--- config.mk ---
export PLATFORM = sky130hd
export DESIGN_NAME = ex_mem_stage_flat
export DESIGN_NICKNAME = d
export VERILOG_FILES = /design/src/rtl/ex_mem_stage_pkg.sv /design/src/rtl/ex_mem_stage_if.sv /design/src/rtl/ex_mem_stage_skid_buffer.sv /design/src/rtl/ex_mem_stage.sv /design/src/flat_wrapper.sv
export SDC_FILE = /design/constraint.sdc
export NUM_CORES = 1
export LEC_CHECK = 0
export CORE_MARGIN = 2
export CORE_UTILIZATION = 45
export CTS_BUF_LIST = sky130_fd_sc_hd__clkbuf_8
export DETAILED_ROUTE_END_ITERATION = 10
export DONT_BUFFER_PORTS = 1
export GPL_TIMING_DRIVEN = 0
export SLEW_MARGIN = 15
export SYNTH_ARGS = -nofsm -noshare
export SYNTH_HDL_FRONTEND = slang
export SYNTH_HIERARCHICAL = 1
export SYNTH_SLANG_ARGS = --single-unit
--- constraint.sdc ---
create_clock -name clk -period 1.6 [get_ports clk]
set_input_delay 0.4 -clock clk [delete_from_list [all_inputs] [get_ports clk]]
set_output_delay 0.4 -clock clk [all_outputs]
set_load 0.1 [all_outputs]
--- src/rtl/ex_mem_stage_pkg.sv ---
// Shared types for the EX/MEM boundary: control bundle, registered entry, occupancy states.
// No logic state; pure typedefs, constants and the branch-taken helper.
// Optional CBNZ resolution (EX_MEM_CBNZ_EN) uses the helper's cbnz argument.
package ex_mem_stage_pkg;

  localparam int DATA_W = 64;
  localparam int REG_W  = 5;

  // Decoded execute-stage control bits.
  typedef struct packed {
    logic mem_read;
    logic mem_write;
    logic reg_write;
    logic mem_to_reg;
    logic branch;
    logic uncond;
  } ctl_t;

  // What the memory stage sees for one instruction.
  typedef struct packed {
    logic [DATA_W-1:0] addr;
    logic [DATA_W-1:0] wdata;
    logic [REG_W-1:0]  rd;
    logic              mem_read;
    logic              mem_write;
    logic              reg_write;
    logic              mem_to_reg;
  } entry_t;

  // Skid buffer occupancy.
  typedef enum logic [1:0] {
    SKID_EMPTY = 2'd0,
    SKID_ONE   = 2'd1,
    SKID_TWO   = 2'd2
  } skid_state_t;

  // B always redirects; CBZ on zero; CBNZ on non-zero (tie cbnz low when unsupported).
  function automatic logic branch_taken(input ctl_t c, input logic zero, input logic cbnz);
    return c.uncond | (c.branch & zero) | (cbnz & ~zero);
  endfunction

endpackage

--- src/rtl/ex_mem_stage_if.sv ---
// Bundle of the execute-side inputs and memory-side outputs of the EX/MEM stage.
// slave = the stage itself, master = whoever drives execute and consumes memory side.
// ctl_cbnz exists only when EX_MEM_CBNZ_EN is defined.
interface ex_mem_stage_if;
  import ex_mem_stage_pkg::*;

  logic              flush;
  logic              in_valid;
  logic              in_ready;
  logic [DATA_W-1:0] alu_result;
  logic              alu_zero;
  logic [DATA_W-1:0] store_data;
  logic [DATA_W-1:0] branch_target;
  logic [REG_W-1:0]  rd;
  logic              ctl_mem_read;
  logic              ctl_mem_write;
  logic              ctl_reg_write;
  logic              ctl_mem_to_reg;
  logic              ctl_branch;
  logic              ctl_uncond;
`ifdef EX_MEM_CBNZ_EN
  logic              ctl_cbnz;
`endif
  logic              out_valid;
  logic              out_ready;
  logic [DATA_W-1:0] m_addr;
  logic [DATA_W-1:0] m_wdata;
  logic [REG_W-1:0]  m_rd;
  logic              m_mem_read;
  logic              m_mem_write;
  logic              m_reg_write;
  logic              m_mem_to_reg;
  logic              redirect_valid;
  logic [DATA_W-1:0] redirect_pc;

  modport slave (
`ifdef EX_MEM_CBNZ_EN
    input  ctl_cbnz,
`endif
    input  flush, in_valid, alu_result, alu_zero, store_data, branch_target, rd,
    input  ctl_mem_read, ctl_mem_write, ctl_reg_write, ctl_mem_to_reg, ctl_branch, ctl_uncond,
    input  out_ready,
    output in_ready, out_valid, m_addr, m_wdata, m_rd,
    output m_mem_read, m_mem_write, m_reg_write, m_mem_to_reg,
    output redirect_valid, redirect_pc
  );

  modport master (
`ifdef EX_MEM_CBNZ_EN
    output ctl_cbnz,
`endif
    output flush, in_valid, alu_result, alu_zero, store_data, branch_target, rd,
    output ctl_mem_read, ctl_mem_write, ctl_reg_write, ctl_mem_to_reg, ctl_branch, ctl_uncond,
    output out_ready,
    input  in_ready, out_valid, m_addr, m_wdata, m_rd,
    input  m_mem_read, m_mem_write, m_reg_write, m_mem_to_reg,
    input  redirect_valid, redirect_pc
  );

endinterface

--- src/rtl/ex_mem_stage_skid_buffer.sv ---
// Generic 2-entry valid/ready register: main slot drives outputs, skid slot absorbs one extra.
// Latency: entry accepted at edge N is on o_data after edge N.
// Backpressure: o_ready is a register (low only when both slots full); no path from i_ready.
module ex_mem_stage_skid_buffer
  import ex_mem_stage_pkg::*;
#(
  parameter int W = 8
) (
  input  logic         clk,
  input  logic         rst_n,
  input  logic         i_flush,
  input  logic         i_valid,
  output logic         o_ready,
  input  logic [W-1:0] i_data,
  output logic         o_valid,
  input  logic         i_ready,
  output logic [W-1:0] o_data
);

  skid_state_t r_state;
  logic [W-1:0] r_main;
  logic [W-1:0] r_skid;
  logic         r_out_valid;
  logic         r_in_ready;
  logic         w_accept;
  logic         w_emit;

  assign w_accept = i_valid & r_in_ready;
  assign w_emit   = r_out_valid & i_ready;

  // Occupancy FSM; flush wins over any accept/emit, data slots simply hold on flush.
  always_ff @(posedge clk or negedge rst_n) begin
    if (!rst_n) begin
      r_state     <= SKID_EMPTY;
      r_main      <= '0;
      r_skid      <= '0;
      r_out_valid <= 1'b0;
      r_in_ready  <= 1'b1;
    end else if (i_flush) begin
      r_state     <= SKID_EMPTY;
      r_out_valid <= 1'b0;
      r_in_ready  <= 1'b1;
    end else begin
      case (r_state)
        SKID_EMPTY: begin
          if (w_accept) begin
            r_main      <= i_data;
            r_state     <= SKID_ONE;
            r_out_valid <= 1'b1;
          end
        end
        SKID_ONE: begin
          if (w_accept && w_emit) begin
            r_main <= i_data;
          end else if (w_accept) begin
            r_skid     <= i_data;
            r_state    <= SKID_TWO;
            r_in_ready <= 1'b0;
          end else if (w_emit) begin
            r_state     <= SKID_EMPTY;
            r_out_valid <= 1'b0;
          end
        end
        SKID_TWO: begin
          if (w_emit) begin
            r_main     <= r_skid;
            r_state    <= SKID_ONE;
            r_in_ready <= 1'b1;
          end
        end
        default: begin
          r_state     <= SKID_EMPTY;
          r_out_valid <= 1'b0;
          r_in_ready  <= 1'b1;
        end
      endcase
    end
  end

  assign o_ready = r_in_ready;
  assign o_valid = r_out_valid;
  assign o_data  = r_main;

endmodule

--- src/rtl/ex_mem_stage.sv ---
// EX/MEM pipeline register: latches ALU result + control, resolves B/CBZ (and CBNZ if EX_MEM_CBNZ_EN).
// Latency: 1 cycle to m_* outputs; redirect pulses the cycle after the branch is accepted.
// Backpressure: 2-entry skid buffer, in_ready registered; redirect fires regardless of out_ready.
module ex_mem_stage
  import ex_mem_stage_pkg::*;
(
  input logic           clk,
  input logic           rst_n,
  ex_mem_stage_if.slave bus
);

  ctl_t              w_ctl;
  entry_t            w_in_entry;
  entry_t            w_out_entry;
  logic              w_cbnz;
  logic              w_taken;
  logic              w_in_ready;
  logic              w_out_valid;
  logic              w_accept;
  logic              r_redirect_valid;
  logic [DATA_W-1:0] r_redirect_pc;

  assign w_ctl = '{
    mem_read:   bus.ctl_mem_read,
    mem_write:  bus.ctl_mem_write,
    reg_write:  bus.ctl_reg_write,
    mem_to_reg: bus.ctl_mem_to_reg,
    branch:     bus.ctl_branch,
    uncond:     bus.ctl_uncond
  };

`ifdef EX_MEM_CBNZ_EN
  assign w_cbnz = bus.ctl_cbnz;
`else
  assign w_cbnz = 1'b0;
`endif

  assign w_taken  = branch_taken(w_ctl, bus.alu_zero, w_cbnz);
  // Same acceptance condition the skid buffer applies internally; flush drops the input.
  assign w_accept = bus.in_valid & w_in_ready & ~bus.flush;

  assign w_in_entry = '{
    addr:       bus.alu_result,
    wdata:      bus.store_data,
    rd:         bus.rd,
    mem_read:   w_ctl.mem_read,
    mem_write:  w_ctl.mem_write,
    reg_write:  w_ctl.reg_write,
    mem_to_reg: w_ctl.mem_to_reg
  };

  ex_mem_stage_skid_buffer #(
    .W($bits(entry_t))
  ) u_skid (
    .clk     (clk),
    .rst_n   (rst_n),
    .i_flush (bus.flush),
    .i_valid (bus.in_valid),
    .o_ready (w_in_ready),
    .i_data  (w_in_entry),
    .o_valid (w_out_valid),
    .i_ready (bus.out_ready),
    .o_data  (w_out_entry)
  );

  // One-cycle redirect pulse for a taken branch accepted this edge; target held afterwards.
  always_ff @(posedge clk or negedge rst_n) begin
    if (!rst_n) begin
      r_redirect_valid <= 1'b0;
      r_redirect_pc    <= '0;
    end else begin
      r_redirect_valid <= w_accept & w_taken;
      if (w_accept && w_taken) begin
        r_redirect_pc <= bus.branch_target;
      end
    end
  end

  assign bus.in_ready       = w_in_ready;
  assign bus.out_valid      = w_out_valid;
  assign bus.m_addr         = w_out_entry.addr;
  assign bus.m_wdata        = w_out_entry.wdata;
  assign bus.m_rd           = w_out_entry.rd;
  assign bus.m_mem_read     = w_out_entry.mem_read;
  assign bus.m_mem_write    = w_out_entry.mem_write;
  assign bus.m_reg_write    = w_out_entry.reg_write;
  assign bus.m_mem_to_reg   = w_out_entry.mem_to_reg;
  assign bus.redirect_valid = r_redirect_valid;
  assign bus.redirect_pc    = r_redirect_pc;

endmodule

--- src/flat_wrapper.sv ---
// flat-port wrapper written by rule: the top's interface ports become plain ports
module ex_mem_stage_flat import ex_mem_stage_pkg::*;
  (clk, rst_n, bus_flush, bus_in_valid, bus_alu_result, bus_alu_zero, bus_store_data, bus_branch_target, bus_rd, bus_ctl_mem_read, bus_ctl_mem_write, bus_ctl_reg_write, bus_ctl_mem_to_reg, bus_ctl_branch, bus_ctl_uncond, bus_out_ready, bus_in_ready, bus_out_valid, bus_m_addr, bus_m_wdata, bus_m_rd, bus_m_mem_read, bus_m_mem_write, bus_m_reg_write, bus_m_mem_to_reg, bus_redirect_valid, bus_redirect_pc);
  ex_mem_stage_if bus_i ();
  input logic clk;
  input logic rst_n;
  input wire logic [$bits(bus_i.flush)-1:0] bus_flush;
  input wire logic [$bits(bus_i.in_valid)-1:0] bus_in_valid;
  input wire logic [$bits(bus_i.alu_result)-1:0] bus_alu_result;
  input wire logic [$bits(bus_i.alu_zero)-1:0] bus_alu_zero;
  input wire logic [$bits(bus_i.store_data)-1:0] bus_store_data;
  input wire logic [$bits(bus_i.branch_target)-1:0] bus_branch_target;
  input wire logic [$bits(bus_i.rd)-1:0] bus_rd;
  input wire logic [$bits(bus_i.ctl_mem_read)-1:0] bus_ctl_mem_read;
  input wire logic [$bits(bus_i.ctl_mem_write)-1:0] bus_ctl_mem_write;
  input wire logic [$bits(bus_i.ctl_reg_write)-1:0] bus_ctl_reg_write;
  input wire logic [$bits(bus_i.ctl_mem_to_reg)-1:0] bus_ctl_mem_to_reg;
  input wire logic [$bits(bus_i.ctl_branch)-1:0] bus_ctl_branch;
  input wire logic [$bits(bus_i.ctl_uncond)-1:0] bus_ctl_uncond;
  input wire logic [$bits(bus_i.out_ready)-1:0] bus_out_ready;
  output wire logic [$bits(bus_i.in_ready)-1:0] bus_in_ready;
  output wire logic [$bits(bus_i.out_valid)-1:0] bus_out_valid;
  output wire logic [$bits(bus_i.m_addr)-1:0] bus_m_addr;
  output wire logic [$bits(bus_i.m_wdata)-1:0] bus_m_wdata;
  output wire logic [$bits(bus_i.m_rd)-1:0] bus_m_rd;
  output wire logic [$bits(bus_i.m_mem_read)-1:0] bus_m_mem_read;
  output wire logic [$bits(bus_i.m_mem_write)-1:0] bus_m_mem_write;
  output wire logic [$bits(bus_i.m_reg_write)-1:0] bus_m_reg_write;
  output wire logic [$bits(bus_i.m_mem_to_reg)-1:0] bus_m_mem_to_reg;
  output wire logic [$bits(bus_i.redirect_valid)-1:0] bus_redirect_valid;
  output wire logic [$bits(bus_i.redirect_pc)-1:0] bus_redirect_pc;
  assign bus_i.flush = bus_flush;
  assign bus_i.in_valid = bus_in_valid;
  assign bus_i.alu_result = bus_alu_result;
  assign bus_i.alu_zero = bus_alu_zero;
  assign bus_i.store_data = bus_store_data;
  assign bus_i.branch_target = bus_branch_target;
  assign bus_i.rd = bus_rd;
  assign bus_i.ctl_mem_read = bus_ctl_mem_read;
  assign bus_i.ctl_mem_write = bus_ctl_mem_write;
  assign bus_i.ctl_reg_write = bus_ctl_reg_write;
  assign bus_i.ctl_mem_to_reg = bus_ctl_mem_to_reg;
  assign bus_i.ctl_branch = bus_ctl_branch;
  assign bus_i.ctl_uncond = bus_ctl_uncond;
  assign bus_i.out_ready = bus_out_ready;
  assign bus_in_ready = bus_i.in_ready;
  assign bus_out_valid = bus_i.out_valid;
  assign bus_m_addr = bus_i.m_addr;
  assign bus_m_wdata = bus_i.m_wdata;
  assign bus_m_rd = bus_i.m_rd;
  assign bus_m_mem_read = bus_i.m_mem_read;
  assign bus_m_mem_write = bus_i.m_mem_write;
  assign bus_m_reg_write = bus_i.m_reg_write;
  assign bus_m_mem_to_reg = bus_i.m_mem_to_reg;
  assign bus_redirect_valid = bus_i.redirect_valid;
  assign bus_redirect_pc = bus_i.redirect_pc;
  ex_mem_stage u_core (.clk(clk), .rst_n(rst_n), .bus(bus_i));
endmodule
==> images/met3.png <==
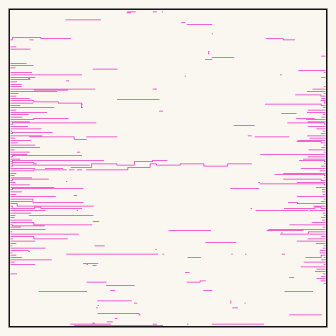
main direction: horizontal
nets with wire on the layer: 210
longest straight run: 53.1 um
wire length on this layer: 3,210 um

==> images/clock_map.png <==
Scale bar: 50 um.
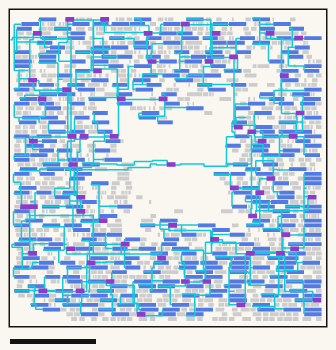
[flip-flops] blue | count: 343
[cells driving clock nets] purple | count: 58
[clock wires] cyan | length: 4,760 um
routed clock nets: 59
flops lie: all over the die

==> impl_metrics.tcl <==
# implementation run metrics
set metrics [dict create \
    status "finished with violations" \
    violations "negative hold slack, negative setup slack" \
    numPlacedInstances 1452 \
    timing.rr.start "u_core/u_skid/o_ready$_DFFE_PN1P_" \
    grt_overflow 0 \
    postLayoutCoreUtil_pct 62.33 \
    drc 0 \
    area_growth_pct 35.85 \
    rsz0062_at_grt "true" \
    synth_top_cell_by_area "dfrtp_1" \
    yosys_cells 1050 \
    wl_met1_um 15880 \
    synthCells 1050 \
    ioPinCount 413 \
    cts_tree "built" \
    r2r_cells 5 \
    fp_nets 1259 \
    use_met1_pct 28.45 \
    grt.total_usage_pct 22.39 \
    worst-setup-path-type "reg -> reg" \
    worst_slack_ns -0.4343 \
    ys.warnings.count 6 \
    layout.cells.most_common "dlygate4sd3_1" \
    fin_nets 1542 \
    finalHoldViolCount 343 \
    grt_use_met3_pct 7.865 \
    synth_seq_share_pct 59.14 \
    cp-end-kind "flip-flop" \
    fp.dieH_um 183.6 \
    stdcell_count 1778 \
    place_ws_ns -0.5132 \
    use_met2_pct 35.47 \
    finalClockPeriodUsage_pct 127.1 \
    worst_slew_pin_slew_ns 0.6065 \
    synth.distinct_cells 31 \
    cap_viol_max_count 0 \
    whs_ns -0.4908 \
    max_freq_mhz 491.6 \
    first_pass_iters 5 \
    edf_count 0 \
    grt_pass1_vias 10120 \
    die_area_sq_um 33710 \
    top_usage_layer "met2" \
    synthTopCellsByArea "dfrtp_1 (59%), mux2i_1 (9.4%), mux2_2 (9.2%)" \
    routabilityCongestion 0.7832 \
    clk_latency_ns 0.60 \
    setup_viol 509 \
    initial_core_util_pct 45.88 \
    ys_top_cells_by_count "dfrtp_1 (342), nand2_1 (140), mux2i_1 (137), mux2_2 (119), mux2_4 (82)" \
    root_buffer "clkbuf_8" \
    fp.dieW_um 183.6 \
    wl_met2_um 18020 \
    clkSlewWorstSetupHoldPaths_ns 0.06 \
    max-clock-path-buffers 3 \
    netlist.area_leader.share_pct 58.96 \
    mostFrequentLayoutCells "dlygate4sd3_1 (204), dfrtp_4 (203), dfrtp_1 (139)" \
    wl_met3_um 3211 \
    syn_area_per_cell_sq_um 13.82 \
    postCtsHoldBufs 204 \
    flop_cell "dfrtp_1" \
]
==> how the worst max path moves through the flow <==
stage	startpoint	slack, ns	to
final	u_core/u_skid/o_ready$_DFFE_PN1P_	-0.43	u_core/u_skid/r_skid[135]$_DFFE_PN0P_
after global placement	u_core/u_skid/o_valid$_DFFE_PN0P_	-0.48	u_core/u_skid/o_data[58]$_DFFE_PN0P_
after global routing	u_core/u_skid/o_ready$_DFFE_PN1P_	-0.50	u_core/u_skid/r_skid[73]$_DFFE_PN0P_
after floorplan	u_core/u_skid/o_ready$_DFFE_PN1P_	-0.30	u_core/u_skid/r_skid[10]$_DFFE_PN0P_
after detailed placement	u_core/u_skid/o_valid$_DFFE_PN0P_	-0.51	u_core/u_skid/o_data[51]$_DFFE_PN0P_
after CTS	u_core/u_skid/o_ready$_DFFE_PN1P_	-0.43	u_core/u_skid/r_skid[103]$_DFFE_PN0P_
==> cell families after synthesis <==
logic type             Yosys count  share of synthesized area [%]
flip-flops                     343                          59.14
multiplexers                   338                          27.16
AND/OR/NAND/NOR                150                          4.163
AND-OR/OR-AND                  149                          5.362
buffers and inverters           69                          4.112
XOR/XNOR                         1                        0.06035
==> repair_timing <==
item / CTS / global route
resized: 449 / 64
hold endpoints to repair: 685 / 343
endpoints found under the setup margin: 543 / 544
buffers inserted: 7 / 6
cloned: 4 / 4
pin swaps: 3 / 5
==> cell type report <==
type                    instances  area [sq um]
fillers                      2355         11920
well taps                     402         503.0
clock buffers                  72         991.0
inverters                       1         3.754
repair buffers                225          2400
flip-flops and latches        343          9350
diodes                          2         5.005
plain buffers                  66         888.4
clock inverters                29         123.9
multi-input cells             638          5454
==> critical path, cell delays in order, from the launching register on <==
cell       delay (ns)
dfstp_4          0.83
and4bb_2         0.35
nand2b_4         0.11
buf_12           0.17
clkbuf_16        0.17
mux2_2           0.26
